### src/rtl/fact_seq_pkg.sv
// Shared types and constants for the factorial sequencing controller.
package fact_seq_pkg;

  typedef enum logic [2:0] {
    ST_IDLE,
    ST_SETTLE,
    ST_START,
    ST_WAIT,
    ST_LOAD
  } fact_seq_state_t;

  // All-ones value of the given width, used to mark a saturated result.
  function automatic logic [63:0] sat_val(input int size);
    logic [63:0] v;
    v = '0;
    for (int i = 0; i < 64; i++) begin
      if (i < size) v[i] = 1'b1;
    end
    return v;
  endfunction

endpackage

### src/rtl/input_settle.sv
// Switch debouncer: tracks a candidate operand and flags it once it has held
// steady for SETTLE_CYCLES consecutive cycles while the sequencer is settling.
module input_settle #(
  parameter int SIZE          = 8,
  parameter int SETTLE_CYCLES = 1000000
) (
  input  logic            clk,
  input  logic            rst,
  input  logic            i_load,
  input  logic            i_active,
  input  logic [SIZE-1:0] i_n,
  output logic            stable_pulse,
  output logic [SIZE-1:0] stable_val
);

  localparam int CNT_W = (SETTLE_CYCLES > 1) ? $clog2(SETTLE_CYCLES) : 1;
  localparam logic [CNT_W-1:0] CNT_LAST = CNT_W'(SETTLE_CYCLES - 1);

  logic [SIZE-1:0]  r_cand;
  logic [CNT_W-1:0] r_cnt;
  logic             w_same;

  assign w_same = (i_n == r_cand);

  // Any change of the switches restarts the stability count from zero.
  always_ff @(posedge clk) begin
    if (rst) begin
      r_cand <= '0;
      r_cnt  <= '0;
    end else if (i_load || (i_active && !w_same)) begin
      r_cand <= i_n;
      r_cnt  <= '0;
    end else if (i_active && (r_cnt != CNT_LAST)) begin
      r_cnt <= r_cnt + 1'b1;
    end
  end

  assign stable_pulse = i_active && w_same && (r_cnt == CNT_LAST);
  assign stable_val   = r_cand;

endmodule

### src/rtl/factorial_seq.sv
// Sequencer between switches, factorial datapath and display path.
// Define FACT_SEQ_TIMEOUT_EN to add the WAIT-state watchdog and the err path.
module factorial_seq #(
  parameter int SIZE          = 8,
  parameter int N_MAX         = 5,
  parameter int SETTLE_CYCLES = 1000000
`ifdef FACT_SEQ_TIMEOUT_EN
  , parameter int TIMEOUT_CYCLES = 4096
`endif
) (
  input  logic            clk,
  input  logic            rst,
  input  logic [SIZE-1:0] n_in,
  output logic            fact_go,
  output logic [SIZE-1:0] fact_n,
  input  logic            fact_done,
  input  logic [SIZE-1:0] fact_result,
  input  logic            disp_busy,
  output logic            disp_ld,
  output logic [SIZE-1:0] disp_value,
  output logic            ovf,
  output logic            err,
  output logic            busy
);
  import fact_seq_pkg::*;

  localparam logic [SIZE-1:0] SAT    = SIZE'(sat_val(SIZE));
  localparam logic [SIZE-1:0] NMAX_V = SIZE'(N_MAX);

  fact_seq_state_t r_state, w_next;
  logic            r_first, r_fact_go, r_disp_ld, r_busy, r_ovf;
  logic [SIZE-1:0] r_last_n, r_res, r_fact_n, r_disp_value;
  logic            w_start_settle, w_settle_active, w_stable_pulse, w_over;
  logic            w_timeout, w_fire, w_ovf_d;
  logic [SIZE-1:0] w_stable_val, w_res_d;

  assign w_start_settle  = (r_state == ST_IDLE) && (r_first || (n_in != r_last_n));
  assign w_settle_active = (r_state == ST_SETTLE);
  assign w_over          = (w_stable_val > NMAX_V);

  input_settle #(
    .SIZE          (SIZE),
    .SETTLE_CYCLES (SETTLE_CYCLES)
  ) u_settle (
    .clk          (clk),
    .rst          (rst),
    .i_load       (w_start_settle),
    .i_active     (w_settle_active),
    .i_n          (n_in),
    .stable_pulse (w_stable_pulse),
    .stable_val   (w_stable_val)
  );

`ifdef FACT_SEQ_TIMEOUT_EN
  localparam int WD_W = (TIMEOUT_CYCLES > 1) ? $clog2(TIMEOUT_CYCLES) : 1;
  localparam logic [WD_W-1:0] WD_LAST = WD_W'(TIMEOUT_CYCLES - 1);

  logic [WD_W-1:0] r_wd;
  logic            r_err, w_err_d;

  assign w_timeout = (r_state == ST_WAIT) && !fact_done && (r_wd == WD_LAST);

  always_ff @(posedge clk) begin
    if (rst || (r_state == ST_START)) begin
      r_wd <= '0;
    end else if ((r_state == ST_WAIT) && (r_wd != WD_LAST)) begin
      r_wd <= r_wd + 1'b1;
    end
  end

  always_ff @(posedge clk) begin
    if (rst) r_err <= 1'b0;
    else     r_err <= w_err_d;
  end

  assign err = r_err;
`else
  assign w_timeout = 1'b0;
  assign err       = 1'b0;
`endif

  always_ff @(posedge clk) begin
    if (rst) r_state <= ST_IDLE;
    else     r_state <= w_next;
  end

  // fact_done during START is deliberately ignored; only WAIT listens for it.
  always_comb begin
    w_next = r_state;
    unique case (r_state)
      ST_IDLE:   if (w_start_settle) w_next = ST_SETTLE;
      ST_SETTLE: if (w_stable_pulse) w_next = w_over ? ST_LOAD : ST_START;
      ST_START:  w_next = ST_WAIT;
      ST_WAIT:   if (fact_done || w_timeout) w_next = ST_LOAD;
      ST_LOAD:   if (r_disp_ld) w_next = ST_IDLE;
      default:   w_next = ST_IDLE;
    endcase
  end

  always_comb begin
    w_res_d = r_res;
    w_ovf_d = r_ovf;
`ifdef FACT_SEQ_TIMEOUT_EN
    w_err_d = r_err;
`endif
    if (w_settle_active && w_stable_pulse && w_over) begin
      w_res_d = SAT;
      w_ovf_d = 1'b1;
`ifdef FACT_SEQ_TIMEOUT_EN
      w_err_d = 1'b0;
`endif
    end else if ((r_state == ST_WAIT) && fact_done) begin
      w_res_d = fact_result;
      w_ovf_d = 1'b0;
`ifdef FACT_SEQ_TIMEOUT_EN
      w_err_d = 1'b0;
`endif
    end else if (w_timeout) begin
      w_res_d = SAT;
      w_ovf_d = 1'b0;
`ifdef FACT_SEQ_TIMEOUT_EN
      w_err_d = 1'b1;
`endif
    end
    // Strobe is registered, so it is decided on the edge that enters the load cycle.
    w_fire = (w_next == ST_LOAD) && !disp_busy;
  end

  always_ff @(posedge clk) begin
    if (rst) begin
      r_first      <= 1'b1;
      r_last_n     <= '0;
      r_res        <= '0;
      r_ovf        <= 1'b0;
      r_fact_go    <= 1'b0;
      r_fact_n     <= '0;
      r_disp_ld    <= 1'b0;
      r_disp_value <= '0;
      r_busy       <= 1'b0;
    end else begin
      r_res     <= w_res_d;
      r_ovf     <= w_ovf_d;
      r_fact_go <= (w_next == ST_START);
      r_busy    <= (w_next != ST_IDLE);
      r_disp_ld <= w_fire;
      if (w_fire) r_disp_value <= w_res_d;
      if (w_settle_active && w_stable_pulse) begin
        r_last_n <= w_stable_val;
        r_first  <= 1'b0;
        if (!w_over) r_fact_n <= w_stable_val;
      end
    end
  end

  assign fact_go    = r_fact_go;
  assign fact_n     = r_fact_n;
  assign disp_ld    = r_disp_ld;
  assign disp_value = r_disp_value;
  assign ovf        = r_ovf;
  assign busy       = r_busy;

endmodule

### config.mk
export PLATFORM = sky130hd
export DESIGN_NAME = factorial_seq
export DESIGN_NICKNAME = d
export VERILOG_FILES = /design/src/rtl/fact_seq_pkg.sv /design/src/rtl/input_settle.sv /design/src/rtl/factorial_seq.sv
export SDC_FILE = /design/constraint.sdc
export NUM_CORES = 1
export LEC_CHECK = 0
export CAP_MARGIN = 25
export CORE_ASPECT_RATIO = 1.2
export CORE_UTILIZATION = 60
export CTS_BUF_LIST = sky130_fd_sc_hd__clkbuf_4
export DETAILED_ROUTE_END_ITERATION = 8
export PLACE_DENSITY_LB_ADDON = 0.25
export SLEW_MARGIN = 40
export SYNTH_ARGS = -nofsm -noshare
export SYNTH_HDL_FRONTEND = slang
export SYNTH_HIERARCHICAL = 1
export SYNTH_SLANG_ARGS = --single-unit
### constraint.sdc
create_clock -name clk -period 6.7 [get_ports clk]
set_input_delay 1.34 -clock clk [delete_from_list [all_inputs] [get_ports clk]]
set_output_delay 1.34 -clock clk [all_outputs]
set_load 0.005 [all_outputs]
Placement view:
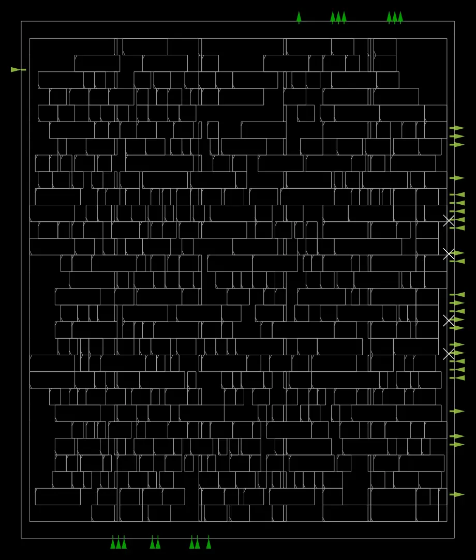
core area: 5370 um^2
Tap Cells: 62

Signal metal coverage by tile:
The die is cut into 14 by 17 equal tiles; black is low, pale yellow is high, scaled to the fullest tile. Values are wire area over tile area, all layers added.
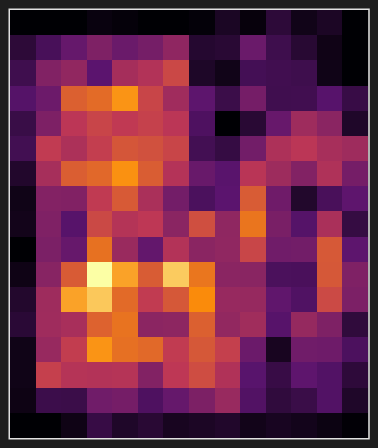
densest ninth of the die: middle
emptiest ninth of the die: top right
fullest tile: 0.63
nearly empty tiles: 6.7%
mean over tiles: 0.21
tiles over half the peak: 23%

Wiring by layer:
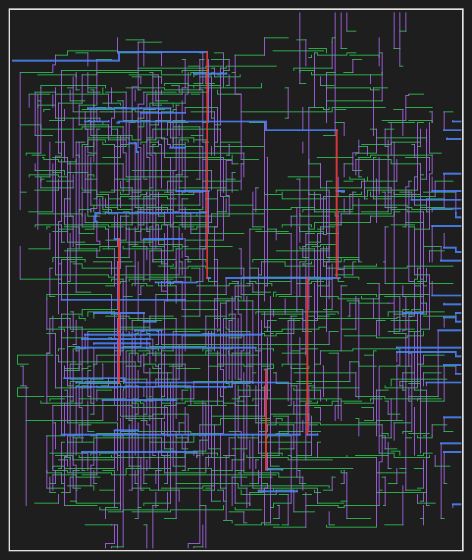
[purple] met2 | wire length: 3730 um
[green] met1 | wire length: 3260 um
[red] met4 | wire length: 121 um
[blue] met3 | wire length: 504 um

M1 wires:
Supply wires on this layer in grey.
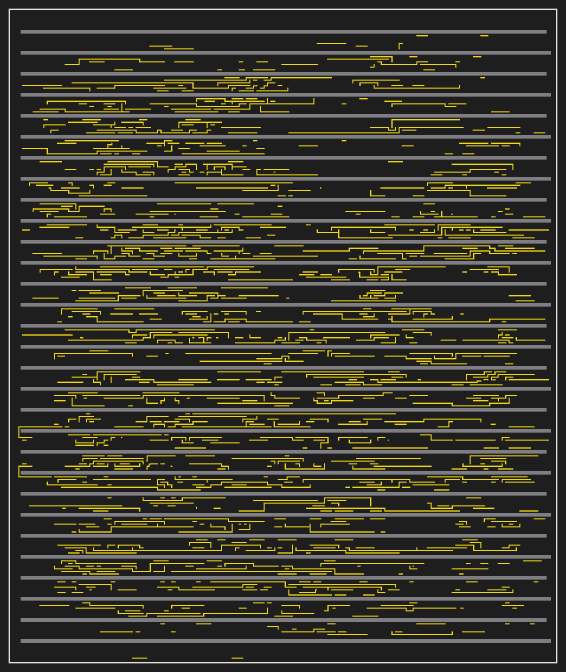
wire length on this layer: 3260 um
longest straight run: 26.2 um
main direction: horizontal
share of all routed wire: 43%
nets with wire on the layer: 400

Placement by cell class:
Bar = 20 um. Fill, decap, tap and diode cells in grey.
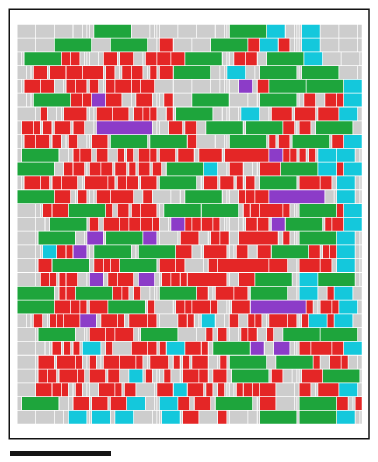
[green] flops | cells: 68
[purple] clock drivers and dummy loads | cells: 16
[cyan] other buffers and delay cells | cells: 44
[red] all other logic | cells: 292

-- through the flow --
step | hold slack [ns] | total power [mW] | std cells
floorplan | 0.426 | 0.475 | 389
global placement | 0.437 | 0.502 | 466
detailed placement | 0.443 | 0.503 | 466
CTS | 0.463 | 0.846 | 482
global route | 0.497 | 0.873 | 482
finish | 0.466 | 0.839 | 482
-- registers in the layout (all words and copies together), names as in the netlist --
signal	flops
fact_n	8
disp_value	8
fact_go	1
r_last_n	8
busy	1
r_res	8
u_settle/stable_val	8
r_state	3
ovf	1
u_settle/r_cnt	20
disp_ld	1
r_first	1
-- worst register-to-register path: cells and delay by family (launching register included) --
kind / cells / cell delay, ns
compound gates: 1 / 0.23
fa+ha+maj: 1 / 0.22
flops: 1 / 0.43
mux: 1 / 0.37
simple gates: 6 / 1.87
==> flow_summary_export.csv <==
group,metric,value,unit
timing,fin_crit,3.97,ns
clock_tree,cts_made_buffers,9,
setup_path,critPathMaxStageDelay,0.52,ns
setup_path,r2r-end,"disp_value[5]",
timing,skew,0.0117,ns
timing,slew_viol_final,0,
detailed_routing,first_pass_iters,6,
status,failed_checks,"design-rule violations",
job,tool_warnings,26,
final_layout,clkCellAreaFrac,0.0488,
setup_path,reg2regPathDepth,9,
synthesis,common_cells,"68 x dfxtp_1, 58 x nand2_1, 21 x nand3_1",
setup_path,criticalPathCategory,"input port to flop",
status,status,"complete, but fails checks",
synthesis,ys_warn_count,6,
power,power_frac_comb,0.086,
detailed_routing,drc_errors,8,
synthesis,synth_flops,68,
setup_path,cp.arrival,4.27,ns
timing,worst_pin_slew,0.753,ns
global_route,use_met2,0.463,
final_layout,flop-count,68,
final_layout,lay_top_count,"dfxtp_1",
final_layout,n_all_buffers,44,
power,p_per_area,212,nW/um^2
final_layout,logic_area,1840,um^2
detailed_routing,drt_iter0_markers,163,
global_route,globalRouteMet1Util,0.346,
synthesis,ys_seq_frac,0.401,
final_layout,seq_area,1360,um^2
final_layout,diodes,0,
Power is estimated from default activity; no workload was simulated.
